<file path="src/rtl/pc_one_pkg.sv">
// Shared definitions for the UART program loader.
//
// Contents:
//   loader_state_t  - loader FSM states, exported for debug and checkers
//   LOADER_MAGIC    - default start-of-image byte
//   HDR_LEN_BYTES   - length field size in bytes (little-endian word count)
//   WORD_BYTES      - bytes per memory word; also the address step per word
package pc_one_pkg;

  typedef enum logic [2:0] {
    IDLE  = 3'd0,
    LEN   = 3'd1,
    DATA  = 3'd2,
    CSUM  = 3'd3,
    DONE  = 3'd4,
    ERROR = 3'd5
  } loader_state_t;

  localparam logic [7:0] LOADER_MAGIC  = 8'hA5;
  localparam int         HDR_LEN_BYTES = 4;
  localparam int         WORD_BYTES    = 4;

endpackage

</file>
<file path="src/rtl/uart_program_loader_if.sv">
// Byte-stream input and memory write port of the program loader.
//
// Signals:
//   rx_data   - received byte
//   rx_valid  - one-cycle strobe; rx_data is consumed only when high
//   mem_we    - one-cycle write strobe to instruction memory
//   mem_addr  - word-aligned byte address of the write
//   mem_wdata - write data word
//
// Handshake: rx_valid is a pure strobe with no back-pressure; the loader
// accepts a byte on every cycle rx_valid is high. mem_we is a pure strobe
// as well; memory is expected to accept the write in the cycle it is high.
//
// Modports:
//   master - the loader (consumes bytes, drives the write port)
//   slave  - the environment (UART receiver + instruction memory)
interface uart_program_loader_if;

  logic [7:0]  rx_data;
  logic        rx_valid;
  logic        mem_we;
  logic [31:0] mem_addr;
  logic [31:0] mem_wdata;

  modport master (
    input  rx_data,
    input  rx_valid,
    output mem_we,
    output mem_addr,
    output mem_wdata
  );

  modport slave (
    output rx_data,
    output rx_valid,
    input  mem_we,
    input  mem_addr,
    input  mem_wdata
  );

endinterface

</file>
<file path="src/rtl/loader_word_assembler.sv">
// Collects four bytes into a 32-bit little-endian word.
//
// Ports:
//   clk, rst_n  - clock, synchronous active-low reset
//   sync_clr    - synchronous clear of byte counter and shift register
//   byte_valid  - a byte is presented on byte_in this cycle
//   byte_in     - the byte
//   word_valid  - high in the cycle the 4th byte of a word is presented
//   word        - the completed word, valid while word_valid is high
//
// word/word_valid are combinational from the current byte so the parent can
// register its write in the same edge that consumes the 4th byte.
module loader_word_assembler
  import pc_one_pkg::*;
(
  input  logic        clk,
  input  logic        rst_n,
  input  logic        sync_clr,
  input  logic        byte_valid,
  input  logic [7:0]  byte_in,
  output logic        word_valid,
  output logic [31:0] word
);

  logic [1:0]  byte_cnt;
  logic [31:0] shreg;

  // New bytes enter at the top; after four shifts the first byte sits in [7:0].
  assign word       = {byte_in, shreg[31:8]};
  assign word_valid = byte_valid && (byte_cnt == 2'(HDR_LEN_BYTES - 1));

  always_ff @(posedge clk) begin
    if (!rst_n || sync_clr) begin
      byte_cnt <= '0;
      shreg    <= '0;
    end else if (byte_valid) begin
      // Counter wraps to 0 after the 4th byte, ready for the next word.
      byte_cnt <= byte_cnt + 2'd1;
      shreg    <= word;
    end
  end

endmodule

</file>
<file path="src/rtl/uart_program_loader.sv">
// Receives a program image from the UART byte stream and writes it into
// instruction memory, holding the CPU in reset until a verified image lands.
//
// Image: MAGIC, length N (4 bytes LE, in words), N*4 data bytes (each word
// LE), then one checksum byte = XOR of all data bytes.
//
// Ports:
//   clk, rst_n  - clock, synchronous active-low reset
//   bus         - rx byte strobe in, memory write port out (master modport)
//   cpu_hold    - high keeps the CPU in reset; drops only after a good image
//   busy        - high while an image is being received
//   load_done   - sticky: image loaded and checksum passed (terminal)
//   load_error  - sticky until the next MAGIC: image rejected
//   state       - current FSM state, for debug
//
// BASE_ADDR must be 4-byte aligned; it is added to 4*index unmodified.
module uart_program_loader
  import pc_one_pkg::*;
#(
  parameter int          WORDS          = 4096,
  parameter logic [31:0] BASE_ADDR      = 32'h0000_0000,
  parameter logic [7:0]  MAGIC          = LOADER_MAGIC,
  parameter int          TIMEOUT_CYCLES = 1_000_000
) (
  input  logic                   clk,
  input  logic                   rst_n,
  uart_program_loader_if.master  bus,
  output logic                   cpu_hold,
  output logic                   busy,
  output logic                   load_done,
  output logic                   load_error,
  output loader_state_t          state
);

  localparam int IW = $clog2(WORDS) + 1;
  localparam int TW = (TIMEOUT_CYCLES > 1) ? $clog2(TIMEOUT_CYCLES + 1) : 1;
  // Expiry fires on the edge where the idle count would reach TIMEOUT_CYCLES,
  // so load_error is visible exactly TIMEOUT_CYCLES cycles after the last byte.
  localparam logic [TW-1:0] TMO_LAST = TW'(TIMEOUT_CYCLES - 1);

  logic [IW-1:0] idx;
  logic [31:0]   len_q;
  logic [7:0]    csum;
  logic [TW-1:0] tmo;

  logic          mem_we_q;
  logic [31:0]   mem_addr_q;
  logic [31:0]   mem_wdata_q;

  logic          asm_en;
  logic          asm_clr;
  logic          word_valid;
  logic [31:0]   word;
  logic          tmo_active;
  logic          last_word;

  assign bus.mem_we    = mem_we_q;
  assign bus.mem_addr  = mem_addr_q;
  assign bus.mem_wdata = mem_wdata_q;

  // The assembler serves both the length field and the data words; it is
  // held clear in IDLE so every image starts on a byte-0 boundary.
  assign asm_en     = bus.rx_valid && ((state == LEN) || (state == DATA));
  assign asm_clr    = (state == IDLE);
  assign tmo_active = (state == LEN) || (state == DATA) || (state == CSUM);
  assign last_word  = ((32'(idx) + 32'd1) == len_q);

  loader_word_assembler u_asm (
    .clk        (clk),
    .rst_n      (rst_n),
    .sync_clr   (asm_clr),
    .byte_valid (asm_en),
    .byte_in    (bus.rx_data),
    .word_valid (word_valid),
    .word       (word)
  );

  always_ff @(posedge clk) begin
    if (!rst_n) begin
      state       <= IDLE;
      mem_we_q    <= 1'b0;
      mem_addr_q  <= BASE_ADDR;
      mem_wdata_q <= '0;
      cpu_hold    <= 1'b1;
      busy        <= 1'b0;
      load_done   <= 1'b0;
      load_error  <= 1'b0;
      idx         <= '0;
      len_q       <= '0;
      csum        <= '0;
      tmo         <= '0;
    end else begin
      mem_we_q <= 1'b0;

      // Idle-gap watchdog. Byte-driven transitions below only happen with
      // rx_valid high, so they never collide with the expiry path.
      if (tmo_active && !bus.rx_valid) begin
        tmo <= tmo + TW'(1);
        if (tmo == TMO_LAST) begin
          state      <= ERROR;
          load_error <= 1'b1;
          busy       <= 1'b0;
        end
      end else begin
        tmo <= '0;
      end

      case (state)
        IDLE: begin
          if (bus.rx_valid && (bus.rx_data == MAGIC)) begin
            state      <= LEN;
            busy       <= 1'b1;
            load_error <= 1'b0;
            idx        <= '0;
            csum       <= '0;
          end
        end

        LEN: begin
          if (word_valid) begin
            len_q <= word;
            if ((word == 32'd0) || (word > 32'(WORDS))) begin
              state      <= ERROR;
              load_error <= 1'b1;
              busy       <= 1'b0;
            end else begin
              state <= DATA;
            end
          end
        end

        DATA: begin
          if (bus.rx_valid) begin
            csum <= csum ^ bus.rx_data;
          end
          if (word_valid) begin
            mem_we_q    <= 1'b1;
            mem_wdata_q <= word;
            mem_addr_q  <= BASE_ADDR + (32'(idx) * 32'(WORD_BYTES));
            idx         <= idx + IW'(1);
            if (last_word) begin
              state <= CSUM;
            end
          end
        end

        CSUM: begin
          if (bus.rx_valid) begin
            busy <= 1'b0;
            if (bus.rx_data == csum) begin
              state     <= DONE;
              load_done <= 1'b1;
              cpu_hold  <= 1'b0;
            end else begin
              state      <= ERROR;
              load_error <= 1'b1;
            end
          end
        end

        // Terminal until reset; bytes are ignored.
        DONE: ;

        // load_error/busy were set on entry; just return to hunting for MAGIC.
        ERROR: state <= IDLE;

        default: state <= IDLE;
      endcase
    end
  end

endmodule

</file>
<file path="src/flat_wrapper.sv">
// flat-port wrapper written by rule: the top's interface ports become plain ports
module uart_program_loader_flat import pc_one_pkg::*;
#(
  parameter int          WORDS          = 4096,
  parameter logic [31:0] BASE_ADDR      = 32'h0000_0000,
  parameter logic [7:0]  MAGIC          = LOADER_MAGIC,
  parameter int          TIMEOUT_CYCLES = 1_000_000
)
  (clk, rst_n, cpu_hold, busy, load_done, load_error, state, bus_rx_data, bus_rx_valid, bus_mem_we, bus_mem_addr, bus_mem_wdata);
  uart_program_loader_if bus_i ();
  input  logic clk;
  input  logic rst_n;
  output logic cpu_hold;
  output logic busy;
  output logic load_done;
  output logic load_error;
  output loader_state_t state;
  input wire logic [$bits(bus_i.rx_data)-1:0] bus_rx_data;
  input wire logic [$bits(bus_i.rx_valid)-1:0] bus_rx_valid;
  output wire logic [$bits(bus_i.mem_we)-1:0] bus_mem_we;
  output wire logic [$bits(bus_i.mem_addr)-1:0] bus_mem_addr;
  output wire logic [$bits(bus_i.mem_wdata)-1:0] bus_mem_wdata;
  assign bus_i.rx_data = bus_rx_data;
  assign bus_i.rx_valid = bus_rx_valid;
  assign bus_mem_we = bus_i.mem_we;
  assign bus_mem_addr = bus_i.mem_addr;
  assign bus_mem_wdata = bus_i.mem_wdata;
  uart_program_loader #(.WORDS(WORDS), .BASE_ADDR(BASE_ADDR), .MAGIC(MAGIC), .TIMEOUT_CYCLES(TIMEOUT_CYCLES)) u_core (.clk(clk), .rst_n(rst_n), .bus(bus_i), .cpu_hold(cpu_hold), .busy(busy), .load_done(load_done), .load_error(load_error), .state(state));
endmodule
</file>
<file path="config.mk">
export PLATFORM = sky130hd
export DESIGN_NAME = uart_program_loader_flat
export DESIGN_NICKNAME = d
export VERILOG_FILES = /design/src/rtl/pc_one_pkg.sv /design/src/rtl/uart_program_loader_if.sv /design/src/rtl/loader_word_assembler.sv /design/src/rtl/uart_program_loader.sv /design/src/flat_wrapper.sv
export SDC_FILE = /design/constraint.sdc
export NUM_CORES = 1
export LEC_CHECK = 0
export CORE_UTILIZATION = 45
export CTS_BUF_LIST = sky130_fd_sc_hd__clkbuf_8
export DETAILED_ROUTE_END_ITERATION = 8
export DONT_BUFFER_PORTS = 1
export GPL_ROUTABILITY_DRIVEN = 1
export MAX_ROUTING_LAYER = met4
export SYNTH_ARGS = -nofsm -noshare
export SYNTH_HDL_FRONTEND = slang
export SYNTH_SLANG_ARGS = --single-unit
</file>
<file path="constraint.sdc">
create_clock -name clk -period 1.71 [get_ports clk]
set_clock_uncertainty 0.05 [all_clocks]
set_input_delay 0.2565 -clock clk [delete_from_list [all_inputs] [get_ports clk]]
set_output_delay 0.2565 -clock clk [all_outputs]
set_load 0.05 [all_outputs]
</file>
==> impl_metrics.csv <==
group,metric,value,unit
logic_synthesis,ys_sh_aoi,16.5,%
clock_tree,holdBufCountCts,10,
placement,place_congestion,0.805,
detailed_routing,routedWlPerCell,15.8,µm
detailed_routing,first_pass_iters,9,
worst_hold_path,hold_depth,1,
clock_tree,cts_buffers,17,
timing,setup-violations-final,15,
status,failed_checks,"DRC, hold timing, setup timing",
worst_setup_path,path_depth,6,
logic_synthesis,syn_area,6790,µm²
global_routing,grtUsageTotal,23.5,%
power,netSwitchingFraction,23.4,%
global_routing,use_met1,27.9,%
logic_synthesis,seq_area_frac_synth,44.8,%
die,core_area,14600,µm²
worst_setup_path,worstPathMaxFanout,3,
worst_setup_path,crit_buf_inv,0,
timing,setup_slack,-0.207,ns
timing,hold_ws,-0.159,ns
status,outcome,"finished, violations left",
timing,grt_setup_unrepaired,"true",
die,die_w,125,µm
worst_setup_path,crit_end,"u_core.load_error$_SDFF_PN0_",
detailed_routing,drc,13,
timing,hold_viol_final,105,
logic_synthesis,mux_share,0.461,%
logic_synthesis,adder_share,0.553,%
### Cell placement

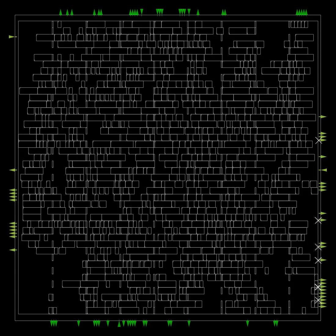
fin util: 58.5%
fillers: 1,284
Cell Rows: 44
Seq area share: 35.8%
Well Taps: 184

### Nets reached from selected ports

(4 px per µm)
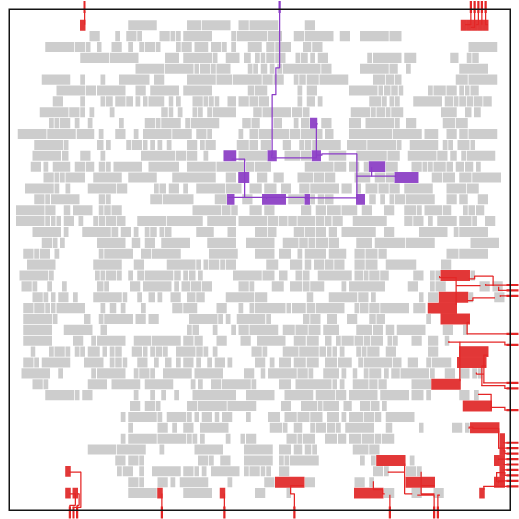
| port | colour | direction | end cells | buffers | wire |
|---|---|---|---|---|---|
| `bus_mem_addr` | red | output | 32 | 6 | 279 µm |
| `bus_rx_valid` | purple | input | 11 | 0 | 138 µm |
I/O pin total: 83
number of port buffers: 0

Power is estimated from default activity; no workload was simulated.
